$ cat src/rtl/alu_txn_monitor_if.sv
// Bus between an ALU transaction source and the checker: sampled transaction in, verdicts out.
interface alu_txn_monitor_if #(
   parameter int unsigned CNT_W = 8
);
   logic             in_valid;
   logic [3:0]       in_a;
   logic [3:0]       in_b;
   logic [1:0]       in_op;
   logic [3:0]       dut_res;
   logic             dut_cout;
   logic             clear;
   logic             mism_pulse;
   logic [CNT_W-1:0] txn_count;
   logic [CNT_W-1:0] mism_count;
   logic             alarm;
   logic             snap_valid;
   logic [10:0]      snap_txn;
   logic [4:0]       snap_exp;
   logic [4:0]       snap_got;

   modport master (
      output in_valid, in_a, in_b, in_op, dut_res, dut_cout, clear,
      input  mism_pulse, txn_count, mism_count, alarm, snap_valid, snap_txn, snap_exp, snap_got
   );

   modport slave (
      input  in_valid, in_a, in_b, in_op, dut_res, dut_cout, clear,
      output mism_pulse, txn_count, mism_count, alarm, snap_valid, snap_txn, snap_exp, snap_got
   );
endinterface

$ cat src/rtl/alu_txn_monitor.sv
// Golden-model checker for a 4-bit ADD/SUB/AND/OR ALU: counts, flags and snapshots mismatches.
module alu_txn_monitor #(
   parameter int unsigned CNT_W        = 8,
   parameter int unsigned ALARM_THRESH = 3
) (
   input  logic               clk,
   input  logic               rst_n,
   alu_txn_monitor_if.slave   bus
);

   localparam logic [CNT_W-1:0] CntMax = '1;
   localparam logic [CNT_W-1:0] Thresh = CNT_W'(ALARM_THRESH);

   typedef enum logic [0:0] {StMonitor, StLocked} state_e;

   state_e           state_q;
   logic             s1_valid_q;
   logic [3:0]       s1_a_q, s1_b_q, s1_res_q;
   logic [1:0]       s1_op_q;
   logic             s1_cout_q;
   logic [4:0]       golden;
   logic             mism;
   logic [CNT_W-1:0] txn_count_q, txn_count_d;
   logic [CNT_W-1:0] mism_count_q, mism_count_d;
   logic             mism_pulse_q, alarm_q, snap_valid_q;
   logic [10:0]      snap_txn_q;
   logic [4:0]       snap_exp_q, snap_got_q;

   // S1: clear flushes the slot so a transaction sampled alongside it is dropped.
   always_ff @(posedge clk or negedge rst_n) begin
      if (!rst_n) begin
         s1_valid_q <= 1'b0;
         s1_a_q     <= '0;
         s1_b_q     <= '0;
         s1_op_q    <= '0;
         s1_res_q   <= '0;
         s1_cout_q  <= 1'b0;
      end else begin
         s1_valid_q <= bus.in_valid & ~bus.clear;
         if (bus.in_valid && !bus.clear) begin
            s1_a_q    <= bus.in_a;
            s1_b_q    <= bus.in_b;
            s1_op_q   <= bus.in_op;
            s1_res_q  <= bus.dut_res;
            s1_cout_q <= bus.dut_cout;
         end
      end
   end

   always_comb begin
      golden = '0;
      unique case (s1_op_q)
         2'b00: golden = {1'b0, s1_a_q} + {1'b0, s1_b_q};
         2'b01: golden = {1'b0, s1_a_q} - {1'b0, s1_b_q};
         2'b10: golden = {1'b0, s1_a_q & s1_b_q};
         2'b11: golden = {1'b0, s1_a_q | s1_b_q};
         default: golden = '0;
      endcase
      mism = s1_valid_q && ({s1_cout_q, s1_res_q} != golden);

      txn_count_d = txn_count_q;
      if (s1_valid_q && (txn_count_q != CntMax)) begin
         txn_count_d = txn_count_q + CNT_W'(1);
      end
      mism_count_d = mism_count_q;
      if (mism && (mism_count_q != CntMax)) begin
         mism_count_d = mism_count_q + CNT_W'(1);
      end
   end

   // S2 results and snapshot FSM; clear outranks any mismatch on the same edge.
   always_ff @(posedge clk or negedge rst_n) begin
      if (!rst_n) begin
         state_q      <= StMonitor;
         mism_pulse_q <= 1'b0;
         txn_count_q  <= '0;
         mism_count_q <= '0;
         alarm_q      <= 1'b0;
         snap_valid_q <= 1'b0;
         snap_txn_q   <= '0;
         snap_exp_q   <= '0;
         snap_got_q   <= '0;
      end else if (bus.clear) begin
         state_q      <= StMonitor;
         mism_pulse_q <= 1'b0;
         txn_count_q  <= '0;
         mism_count_q <= '0;
         alarm_q      <= 1'b0;
         snap_valid_q <= 1'b0;
         snap_txn_q   <= '0;
         snap_exp_q   <= '0;
         snap_got_q   <= '0;
      end else begin
         mism_pulse_q <= mism;
         txn_count_q  <= txn_count_d;
         mism_count_q <= mism_count_d;
         if (mism_count_d >= Thresh) begin
            alarm_q <= 1'b1;
         end
         unique case (state_q)
            StMonitor: begin
               if (mism) begin
                  snap_txn_q   <= {s1_op_q, s1_b_q, s1_a_q, 1'b0};
                  snap_exp_q   <= golden;
                  snap_got_q   <= {s1_cout_q, s1_res_q};
                  snap_valid_q <= 1'b1;
                  state_q      <= StLocked;
               end
            end
            StLocked: state_q <= StLocked;
            default:  state_q <= StMonitor;
         endcase
      end
   end

   assign bus.mism_pulse = mism_pulse_q;
   assign bus.txn_count  = txn_count_q;
   assign bus.mism_count = mism_count_q;
   assign bus.alarm      = alarm_q;
   assign bus.snap_valid = snap_valid_q;
   assign bus.snap_txn   = snap_txn_q;
   assign bus.snap_exp   = snap_exp_q;
   assign bus.snap_got   = snap_got_q;

endmodule

$ cat src/flat_wrapper.sv
// flat-port wrapper written by rule: the top's interface ports become plain ports
module alu_txn_monitor_flat 
#(
   parameter int unsigned CNT_W        = 8,
   parameter int unsigned ALARM_THRESH = 3
)
  (clk, rst_n, bus_in_valid, bus_in_a, bus_in_b, bus_in_op, bus_dut_res, bus_dut_cout, bus_clear, bus_mism_pulse, bus_txn_count, bus_mism_count, bus_alarm, bus_snap_valid, bus_snap_txn, bus_snap_exp, bus_snap_got);
  alu_txn_monitor_if #(.CNT_W(CNT_W)) bus_i ();
  input  logic clk;
  input  logic rst_n;
  input wire logic [$bits(bus_i.in_valid)-1:0] bus_in_valid;
  input wire logic [$bits(bus_i.in_a)-1:0] bus_in_a;
  input wire logic [$bits(bus_i.in_b)-1:0] bus_in_b;
  input wire logic [$bits(bus_i.in_op)-1:0] bus_in_op;
  input wire logic [$bits(bus_i.dut_res)-1:0] bus_dut_res;
  input wire logic [$bits(bus_i.dut_cout)-1:0] bus_dut_cout;
  input wire logic [$bits(bus_i.clear)-1:0] bus_clear;
  output wire logic [$bits(bus_i.mism_pulse)-1:0] bus_mism_pulse;
  output wire logic [$bits(bus_i.txn_count)-1:0] bus_txn_count;
  output wire logic [$bits(bus_i.mism_count)-1:0] bus_mism_count;
  output wire logic [$bits(bus_i.alarm)-1:0] bus_alarm;
  output wire logic [$bits(bus_i.snap_valid)-1:0] bus_snap_valid;
  output wire logic [$bits(bus_i.snap_txn)-1:0] bus_snap_txn;
  output wire logic [$bits(bus_i.snap_exp)-1:0] bus_snap_exp;
  output wire logic [$bits(bus_i.snap_got)-1:0] bus_snap_got;
  assign bus_i.in_valid = bus_in_valid;
  assign bus_i.in_a = bus_in_a;
  assign bus_i.in_b = bus_in_b;
  assign bus_i.in_op = bus_in_op;
  assign bus_i.dut_res = bus_dut_res;
  assign bus_i.dut_cout = bus_dut_cout;
  assign bus_i.clear = bus_clear;
  assign bus_mism_pulse = bus_i.mism_pulse;
  assign bus_txn_count = bus_i.txn_count;
  assign bus_mism_count = bus_i.mism_count;
  assign bus_alarm = bus_i.alarm;
  assign bus_snap_valid = bus_i.snap_valid;
  assign bus_snap_txn = bus_i.snap_txn;
  assign bus_snap_exp = bus_i.snap_exp;
  assign bus_snap_got = bus_i.snap_got;
  alu_txn_monitor #(.CNT_W(CNT_W), .ALARM_THRESH(ALARM_THRESH)) u_core (.clk(clk), .rst_n(rst_n), .bus(bus_i));
endmodule
$ cat config.mk
export PLATFORM = sky130hd
export DESIGN_NAME = alu_txn_monitor_flat
export DESIGN_NICKNAME = d
export VERILOG_FILES = /design/src/rtl/alu_txn_monitor_if.sv /design/src/rtl/alu_txn_monitor.sv /design/src/flat_wrapper.sv
export SDC_FILE = /design/constraint.sdc
export NUM_CORES = 1
export LEC_CHECK = 0
export ABC_AREA = 1
export CAP_MARGIN = 20
export CORE_ASPECT_RATIO = 0.5
export CORE_MARGIN = 5
export CORE_UTILIZATION = 52
export DETAILED_ROUTE_END_ITERATION = 12
export GPL_TIMING_DRIVEN = 1
export PLACE_DENSITY_LB_ADDON = 0.1
export SLEW_MARGIN = 10
export SYNTH_ARGS = -nofsm -noshare
export SYNTH_HDL_FRONTEND = slang
export SYNTH_SLANG_ARGS = --single-unit
$ cat constraint.sdc
create_clock -name clk -period 3.3 [get_ports clk]
set_clock_uncertainty 0.2 [all_clocks]
set_input_delay 0.495 -clock clk [delete_from_list [all_inputs] [get_ports clk]]
set_output_delay 0.495 -clock clk [all_outputs]
set_load 0.1 [all_outputs]
==> GITHUB_STEP_SUMMARY, run 1 <==
### Flow metrics

| Metric | Value |
|---|---|
| CP Launch Type | `flip-flop` |
| Final WL | `between 7000 and 8000 um` |
| Total chip power | `approximately 2.1 mW` |
| Slew @ Worst Pin | `approximately 520 ps` |
| Worst Path Arrival | `3160 ps` |
| Setup total negative slack | `0 ps` |
| DRC viols | `0` |
| WHS Path Cells | `2` |
| Avg Inst Size Synth | `8.507 um2` |
| Setup crit start | `u_core.s1_b_q[0]` |
| Comb. cell area | `0.001360 mm2` |
| Clk slew on worst S/H paths | `70 ps` |
| Async SR Flop Fraction | `100.0%` |
| Non-clk buf share | `15.51%` |
| Routed Antenna Nets | `0` |
| Outcome | `finished clean` |
| Largest area contributor in the netlist | `dfrtp_1` |
| Reg2reg end | `u_core.bus.alarm` |
| Grt total ovfl | `0` |
| Detailed placement HPWL | `4957 um` |
| Register-to-Register Path Depth | `17` |
| Mi-comb count | `221` |
| Placed cell area | `0.003615 mm2` |
| Commonest cells post-synth | `nand2_1 (72), inv_1 (64), dfrtp_1 (56), nor2_1 (21), o21ai_0 (21)` |
| # clock sinks | `56` |
| Post-route setup slack | `170.9 ps` |
| Total number of vias | `2609` |
| Critical path type | `reg2reg` |
| Crit end category | `flip-flop` |
| # H-tree levels | `2` |
| Worst VDD drop | `0.0003116 V` |
| Yosys cell types | `32` |
| Antenna violations before repair | `0` |
| Port Buf Inserts | `57` |
| Diodes inserted | `0` |
| Setup slack, reg-to-reg | `approximately 170 ps` |
| Yosys Chip Area | `0.003012 mm2` |
| Area grow syn2layout | `28.04%` |
| Top class by area | `sequential cells` |
| Log Warnings | `28` |
| Top cell area share | `46.53%` |
| FP Rows | `19` |
| Synth warn | `0` |
| Post-Place Cells | `483` |
| Clkbuf count | `8` |
| Fillers | `461` |
| Largest net degree at the start of global routing | `41` |
| Max-cap viol count | `0` |
| Critical Path End | `u_core.bus.alarm` |
| Cycle use final | `94.82%` |
| CP required | `3330 ps` |
| Inverters | `69` |
| Pwr Density | `538.6 mW/mm2` |
| Layout clock area frac | `under 10%` |
| FF+latch area | `around 0.0014 mm2` |
| R2R Path Start | `u_core.s1_b_q[0]` |
| Comb area share | `35.27%` |
| N_taps | `~73` |
| Main synth FF type | `dfrtp_1` |
| Setup violators final | `0` |
| Fmax | `0.3196 GHz` |
| Drt pass-1 iters | `4` |
| Slew Limit Fails | `0` |
| Die H | `63.82 um` |
| Seq area share | `36.34%` |
| Non-clk bufs | `between 60 and 70` |
| Pre-CTS setup slack | `around 28 ps` |
-- run 1: what timing repair did --
| action | 4_1_cts | 5_1_grt |
|---|---|---|
| setup buffers | 0 | 2 |
| endpoints found under the hold margin | 16 | 0 |
| gates resized | 0 | 11 |
| hold buffers | 1 | 0 |
| setup endpoints to repair | 0 | 23 |
-- run 1: worst max-delay path, stage by stage (launching register included) --
cell and delay, ps:
dfrtp_1 400, inv_1 80, ha_2 280, o21ai_4 150
fa_1 430, or2_2 290, nand3_1 120, nand2_1 60
nand3_1 120, nor2_4 70, nand4_4 130, nand3_4 110
buf_4 160, o21ai_1 180, nand2_1 90, nand2_1 80
nor2_1 40, nor2_1 70
-- run 1: power breakdown --
group | switching, mW | internal [mW]
clock network | 0.240 | 0.304
registers | 0.0466 | 0.738
logic | 0.521 | 0.227
total | 0.808 | 1.27
-- run 1: layer usage --
layer	routed length [um]	GRT usage [%]	vias up	share of wire (%)
li1	-	-	1279	-
met2	3239	30.99	66	46
met1	3442	27.79	1252	48
met4	81	5.293	0	1.1
met3	344	4.846	12	4.8
met5	0	0	-	0
-- run 1: flip-flops by register name (all words and copies together) (netlist names), 2 cells and up --
signal / count
u_core.bus.snap_got: 5
u_core.s1_op_q: 2
u_core.bus.txn_count: 8
u_core.s1_b_q: 4
u_core.s1_res_q: 4
u_core.bus.snap_txn: 10
u_core.bus.snap_exp: 5
u_core.bus.mism_count: 8
u_core.s1_a_q: 4
-- run 1: cell families (layout without fill, tap and decap cells) --
kind of cell | count (synthesis) | count (layout) | synth area share [%]
xor gates and xnor gates | 8 | 8 | 2.327
adders and majority gates | 10 | 10 | 4.404
AOI/OAI and AO/OA | 60 | 60 | 13.92
buffers and inverters | 79 | 146 | 10.76
and+or+nand+nor | 140 | 142 | 21.94
other | 1 | 1 | 0.1245
DFF | 56 | 56 | 46.53
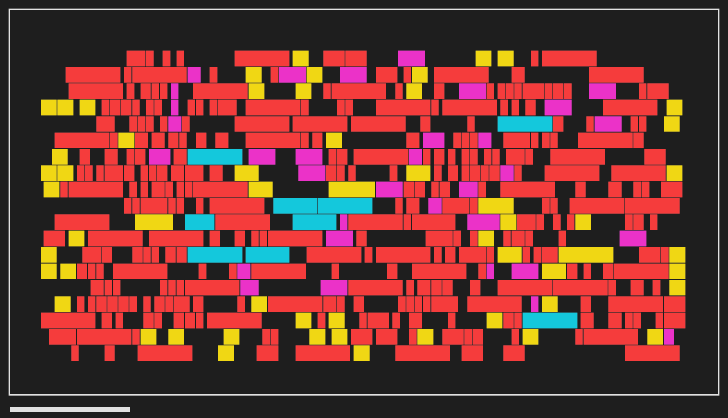
run_1/sizing.png
Scale bar: 20 um.
- x1 and smaller: red (cells 325; share 77%)
- x6 and larger: cyan (cells 9; share 2.1%)
- x3 and x4: yellow (cells 56; share 13%)
- x2: magenta (cells 33; share 7.8%)

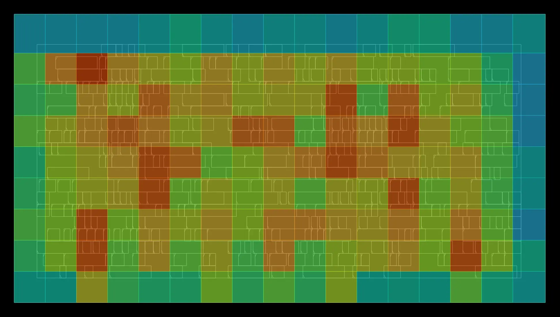
run_1/congestion_map.png
WL/cell: 14.33 um
post-layout util: 69.62%
GRT Max-Usage Layer: met2
met3 usage: 4.846%
met2 usage: 30.99%

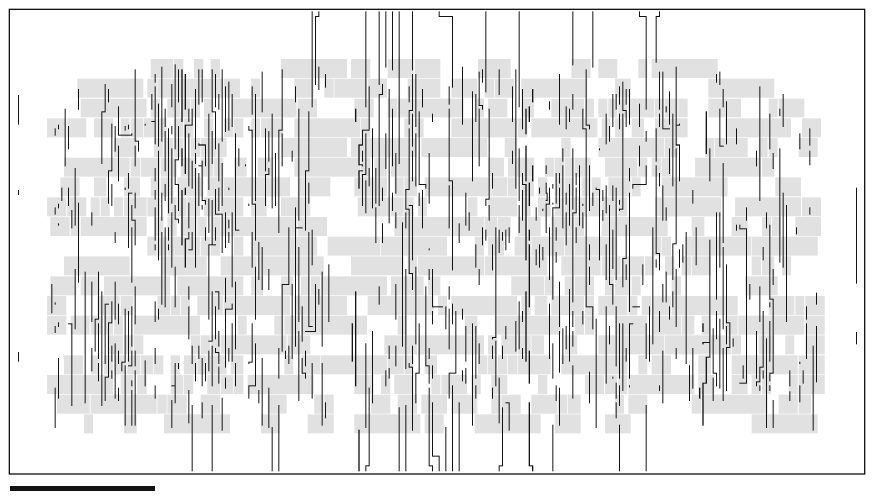
run_1/m2.png
Scale bar: 20 um.
- share of all routed wire: 46%
- nets with wire on the layer: 383
- longest straight run: 24.5 um
- main direction: vertical

run_1/m1.png
Scale bar: 20 um. Supply wires on this layer in grey.
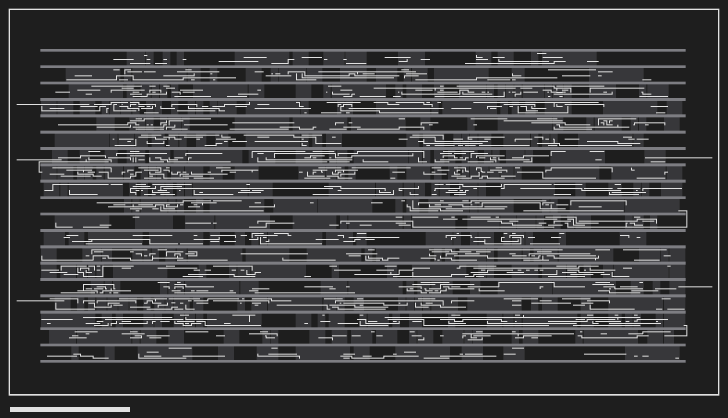

==> run 1 -> run 2 <==
Settings changed: CORE_MARGIN 5 to unset, SKIP_LAST_GASP set to 1.
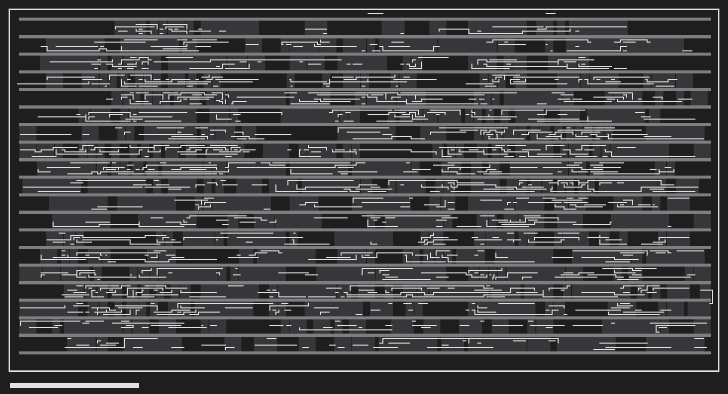
run_2/m1.png
Scale bar: 20 um. Supply wires on this layer in grey.
- wire length on this layer: 3220 um
- nets with wire on the layer: 391
- share of all routed wire: 47%
- longest straight run: 27.1 um

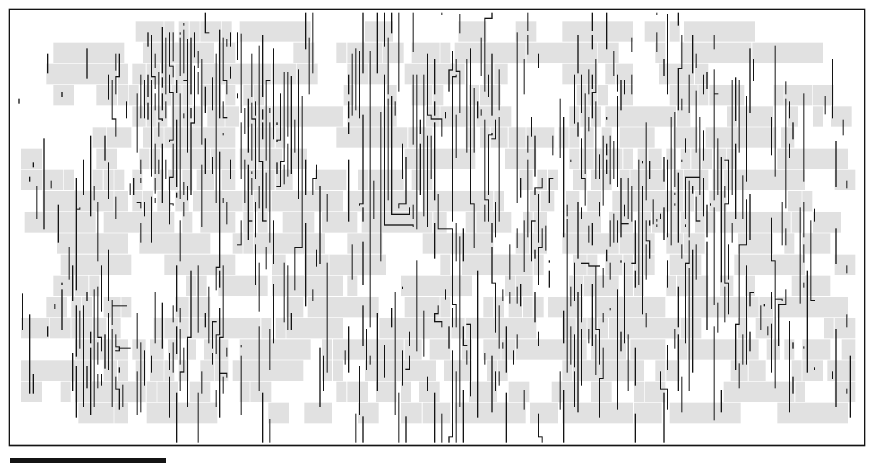
run_2/m2.png
Scale bar: 20 um.
- nets with wire on the layer: 361
- wire length on this layer: 3180 um
- share of all routed wire: 46%
- main direction: vertical
- longest straight run: 35.4 um

==> run 2 against run 1 <==
  * Synthesized cell count did not move
  * Hold slack worse by 13 ps
  * Non-clock buffer count shrank 3
  * Clock-buffer cell count decreased by 1
  * Largest power group unchanged
==> GITHUB_STEP_SUMMARY, run 2 <==
### Flow metrics

| Metric | Value |
|---|---|
| Outcome | `finished clean` |
| Fmax | `0.3208 GHz` |
| Fillers | `458` |
| Comb power frac | `34.6%` |
| WL/cell | `~14 um` |
| Area grow syn2layout | `26.05%` |
| Crit end category | `flip-flop` |
| Log Warnings | `28` |
| Psw | `roughly 0.79 mW` |
| Max-cap viol count | `0` |
| Met2 usage | `38.45%` |
| Port Buf Inserts | `about 57` |
| Worst Path Arrival | `3100 ps` |
| Avg Inst Size Synth | `8.507 um2` |
| Worst VDD drop | `0.0003203 V` |
| WHS Path Cells | `2` |
| DR vias/cell | `5.232` |
| Die H | `about 56 um` |
| Synth warn | `0` |
| CP required | `3280 ps` |
| Register bit total from synthesis | `around 56` |
| Sw frac | `about two fifths` |
| Yosys Chip Area | `0.003012 mm2` |
| Met3 usage | `under 10%` |
| Main synth FF type | `dfrtp_1` |
| Setup crit start | `u_core.s1_b_q[0]` |
| Drt pass-1 iters | `5` |
| Commonest cells post-synth | `nand2_1 (72), inv_1 (64), dfrtp_1 (56), nor2_1 (21), o21ai_0 (21)` |
| CP Launch Type | `flip-flop` |
| DR WL met3 | `400 um` |
| Pwr Density | `around 540 mW/mm2` |
| GRT Max-Usage Layer | `met2` |
| Hold Path Sink | `u_core.bus.snap_valid` |
| Post-layout util | `68.53%` |
| Critical path type | `reg2reg` |
| Grt total ovfl | `0` |
| Routed Antenna Nets | `0` |
| Setup slack, reg-to-reg | `180 ps` |
| Insertion Delay late pin | `about 300 ps` |
| Yosys cell types | `32` |
| Internal Power | `about 1.3 mW` |
| Async SR Flop Fraction | `100.0%` |
| Top cell area share | `46.53%` |
| # H-tree levels | `2` |
| Final net count | `448` |
| Critical Path End | `u_core.bus.alarm` |
| Clk slew on worst S/H paths | `70 ps` |
| Detailed placement HPWL | `4690 um` |
| Slew Limit Fails | `0` |
| CTS tree | `yes` |
| Power share of the clock group | `27.3%` |
| Reg power frac | `a little under two fifths` |
| Largest register FFs | `10` |
| Setup violators final | `0` |
| Total chip power | `around 2.1 mW` |
| Wire length on met1 | `3222 um` |
| Total number of vias | `about 2600` |
| Max Used Layer | `met4` |
| DRC viols | `0` |
| Ranking of synthesized cells by area | `dfrtp_1 (47%), nand2_1 (9.0%), inv_1 (8.0%)` |
| Met2 wire len | `3182 um` |
| Grt met1 use | `33.18%` |
| Diodes inserted | `0` |
| Final WL | `slightly below 7000 um` |
| Worst hold path class | `reg2reg` |
| FP Rows | `19` |
| Cycle use final | `94.46%` |
| Largest area contributor in the netlist | `dfrtp_1` |
| 1st-iter DRT viols | `~150` |
| Antenna violations before repair | `0` |
| R2R Path Start | `u_core.s1_b_q[0]` |
| # clock sinks | `56` |
| CP Max Fanout | `5` |
| Largest net degree at the start of global routing | `39` |
| Reg2reg end | `u_core.bus.alarm` |
| Register-to-Register Path Depth | `17` |
| Setup total negative slack | `0 ps` |
run 2: critical path, cell delays in order (launching register included):
cell     delay, ps
dfrtp_1        380
inv_1           70
ha_1           300
o21ai_2        160
fa_1           420
or2_2          300
nand4_1         90
nand3_1        120
nor2_4         160
nand4_4        180
nand3_4        130
nand2_2         60
nand2_1        100
inv_2           40
nor2_1          90
nand2_1         50
nor2_1          90
nor2_1          50
run 2: through the flow:
stage / cell area (um2) / instances / worst slack (ps)
floorplan: 3012 / 354 / 239.7
global placement: 3587 / 481 / 111.7
detailed placement: 3587 / 481 / 17.58
CTS: 3750 / 489 / 79.56
global route: 3796 / 492 / 2.699
finish: 3796 / 492 / 182.7
run 2: power by group through the flow:
stage               clock, mW  sequential (mW)  combinational [mW]
detailed placement          0            0.796               0.680
global placement            0            0.793               0.670
CTS                     0.568            0.784               0.687
floorplan                   0            0.986               0.323
finish                  0.561            0.785               0.711
global route            0.596            0.792               0.771
run 2: area by class of cell:
type / instances / area, um2 / area share (%)
multi-input combinational: 221 / 1329 / 35.00
sequential: 56 / 1401 / 36.91
timing repair buffer: 66 / 563.0 / 14.83
tap: 73 / 91.34 / 2.406
inverter: 69 / 259.0 / 6.823
clock buffer: 7 / 152.6 / 4.021
run 2: logic make-up after synthesis:
logic type | Yosys count | synth area share (%)
compound gates | 60 | 13.92
xor+xnor | 8 | 2.327
fa+ha+maj | 10 | 4.404
buf+inv | 79 | 10.76
flops | 56 | 46.53
other cells | 1 | 0.1245
simple gates | 140 | 21.94
run 2: timing repair:
| item | CTS | global route |
|---|---|---|
| setup endpoints to repair | 1 | 18 |
| hold buffers | 1 | 0 |
| pin swaps | 0 | 2 |
| resized | 1 | 5 |
| buffers inserted | 0 | 1 |
| gates cloned | 0 | 2 |
| hold endpoints to repair | 18 | 0 |
run_2/sizing.png
Scale bar: 20 um.
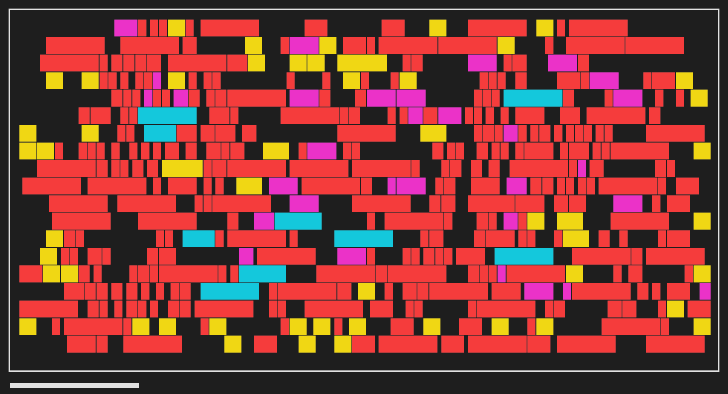

==> run 2 -> run 3 <==
Settings changed: GPL_TIMING_DRIVEN 1 to 0.
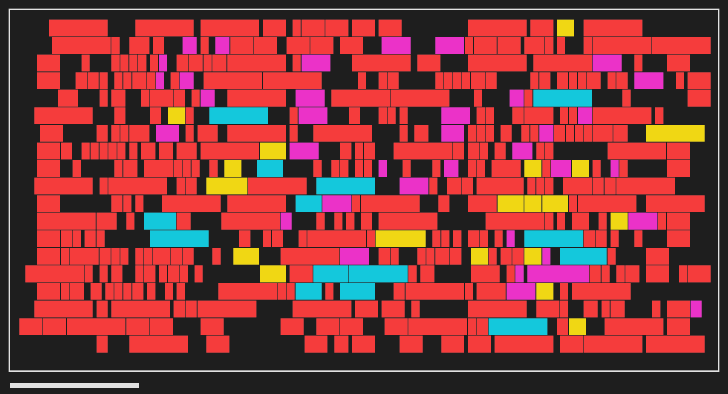
run_3/sizing.png
Scale bar: 20 um.
area grow syn2layout: 34.07%
post-route setup slack: 62.38 ps

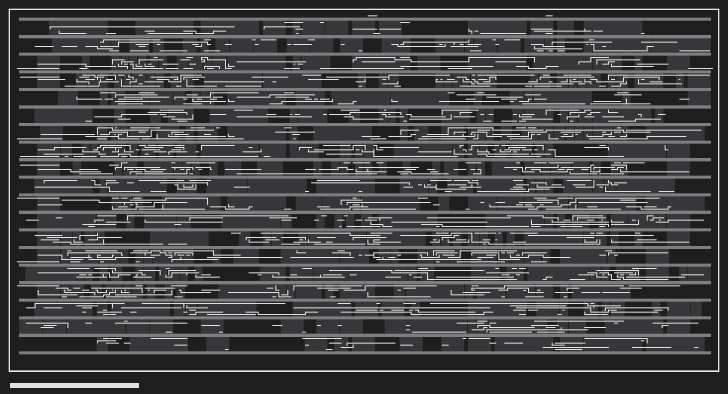
run_3/m1.png
Scale bar: 20 um. Supply wires on this layer in grey.
- longest straight run: 30.4 um
- wire length on this layer: 3490 um
- nets with wire on the layer: 417
- share of all routed wire: 47%
- main direction: horizontal

==> run 3 against run 2 <==
  * Cell area up 6.4%
  * Critical path type unchanged
  * Largest cell class unchanged
  * Highest routed layer unchanged
  * Clock power down 3%
  * Setup slack lost 120 ps
==> GITHUB_STEP_SUMMARY, run 3 <==
### Flow metrics

| Metric | Value |
|---|---|
| FP Rows | `19` |
| DR WL met3 | `around 340 um` |
| Max-cap viol count | `0` |
| Largest area contributor in the netlist | `dfrtp_1` |
| R2R Path Start | `u_core.s1_b_q[0]` |
| Critical path type | `reg2reg` |
| CP Launch Type | `flip-flop` |
| Worst VDD drop | `0.0003473 V` |
| Fmax | `around 0.3 GHz` |
| GRT Max-Usage Layer | `met2` |
| DR vias/cell | `5.168` |
| XORs/XNORs by Area | `2.327%` |
| Worst Path Arrival | `3220 ps` |
| Reg power frac | `37.4%` |
| Most common cell on crit path | `nand2_4` |
| DRC viols | `0` |
| Mux area share | `0%` |
| Register bit total from synthesis | `56` |
| Met2 wire len | `around 3500 um` |
| Slowest CP cell | `fa_1` |
| Crit-path cells | `inv_2 > ha_1 > o21ai_2 > fa_1 > or2_2 > nand4_1 > nand3_1 > nor2_2 > nand4_4 > buf_6 > nand2_4 > nor2_4 > nand2_4 > clkbuf_16 > o22ai_2` |
| Insertion Delay late pin | `~300 ps` |
| Top cell area share | `a little under half` |
| Avg Inst Size Synth | `roughly 8.5 um2` |
| Met2 usage | `39.53%` |
| Cycle use final | `98.11%` |
| Register-to-Register Path Depth | `15` |
| Slew Limit Fails | `0` |
| Post-CTS Repair Setup Buffers | `1` |
| CTS resizes | `2` |
| Met3 usage | `5.855%` |
| Outcome | `finished clean` |
| Largest register FFs | `10` |
| Sw frac | `a little under two fifths` |
| Max Used Layer | `met4` |
| Total chip power | `2.096 mW` |
| Non-Filler Instances | `507` |
| Log Warnings | `29` |
## run 3: area by class of cell
type                       count  area (um2)
tap                           73       91.34
buffer                        10       80.08
timing repair buffer          71       721.9
fill                         436        1501
sequential                    56        1403
inverter                      69       259.0
multi-input combinational    220        1336
clock buffer                   8       146.4
## run 3: cell families (layout without fill, tap and decap cells)
logic type | Yosys count | after routing
other | 1 | 1
buffers and inverters | 79 | 158
XOR/XNOR | 8 | 8
AND/OR/NAND/NOR | 140 | 141
adder cells (fa/ha/maj) | 10 | 10
AND-OR/OR-AND | 60 | 60
flip-flops | 56 | 56
## run 3: worst min path at each step
stage	startpoint	end	cells after the start
2_1_floorplan	rst_n	u_core.bus.alarm	0
3_3_place_gp	u_core.bus.snap_valid	u_core.bus.snap_valid	2
3_5_place_dp	u_core.bus.snap_valid	u_core.bus.snap_valid	2
4_1_cts	rst_n	u_core.bus.snap_txn[8]	1
5_1_grt	rst_n	u_core.s1_a_q[3]	1
6_report	rst_n	u_core.bus.snap_txn[8]	1
## run 3: metrics by stage
stage	cell area, um2	setup slack, ps	hold slack (ps)	utilization (%)
after floorplan	3012	239.7	-0.5910	-
after global placement	3674	-169.7	268.3	66.32
after detailed placement	3689	-131.3	272.4	66.59
after CTS	3842	12.46	89.27	69.37
after global routing	4038	-55.96	129.5	72.89
final	4038	62.38	71.44	72.89
## run 3: power groups by stage
stage,registers (mW),logic [mW],clock network (mW)
global route,0.791,0.824,0.583
floorplan,0.986,0.323,0
finish,0.784,0.766,0.546
detailed placement,0.795,0.688,0
global placement,0.792,0.674,0
CTS,0.782,0.697,0.553
## run 3: worst register-to-register path, delay by kind of cell, from the launching register on
kind / cells / cell delay (ps)
compound gates: 2 / 220
flops: 1 / 400
buf+inv: 3 / 450
fa+ha+maj: 2 / 730
simple gates: 8 / 1150
Power and IR drop assume default switching activity.
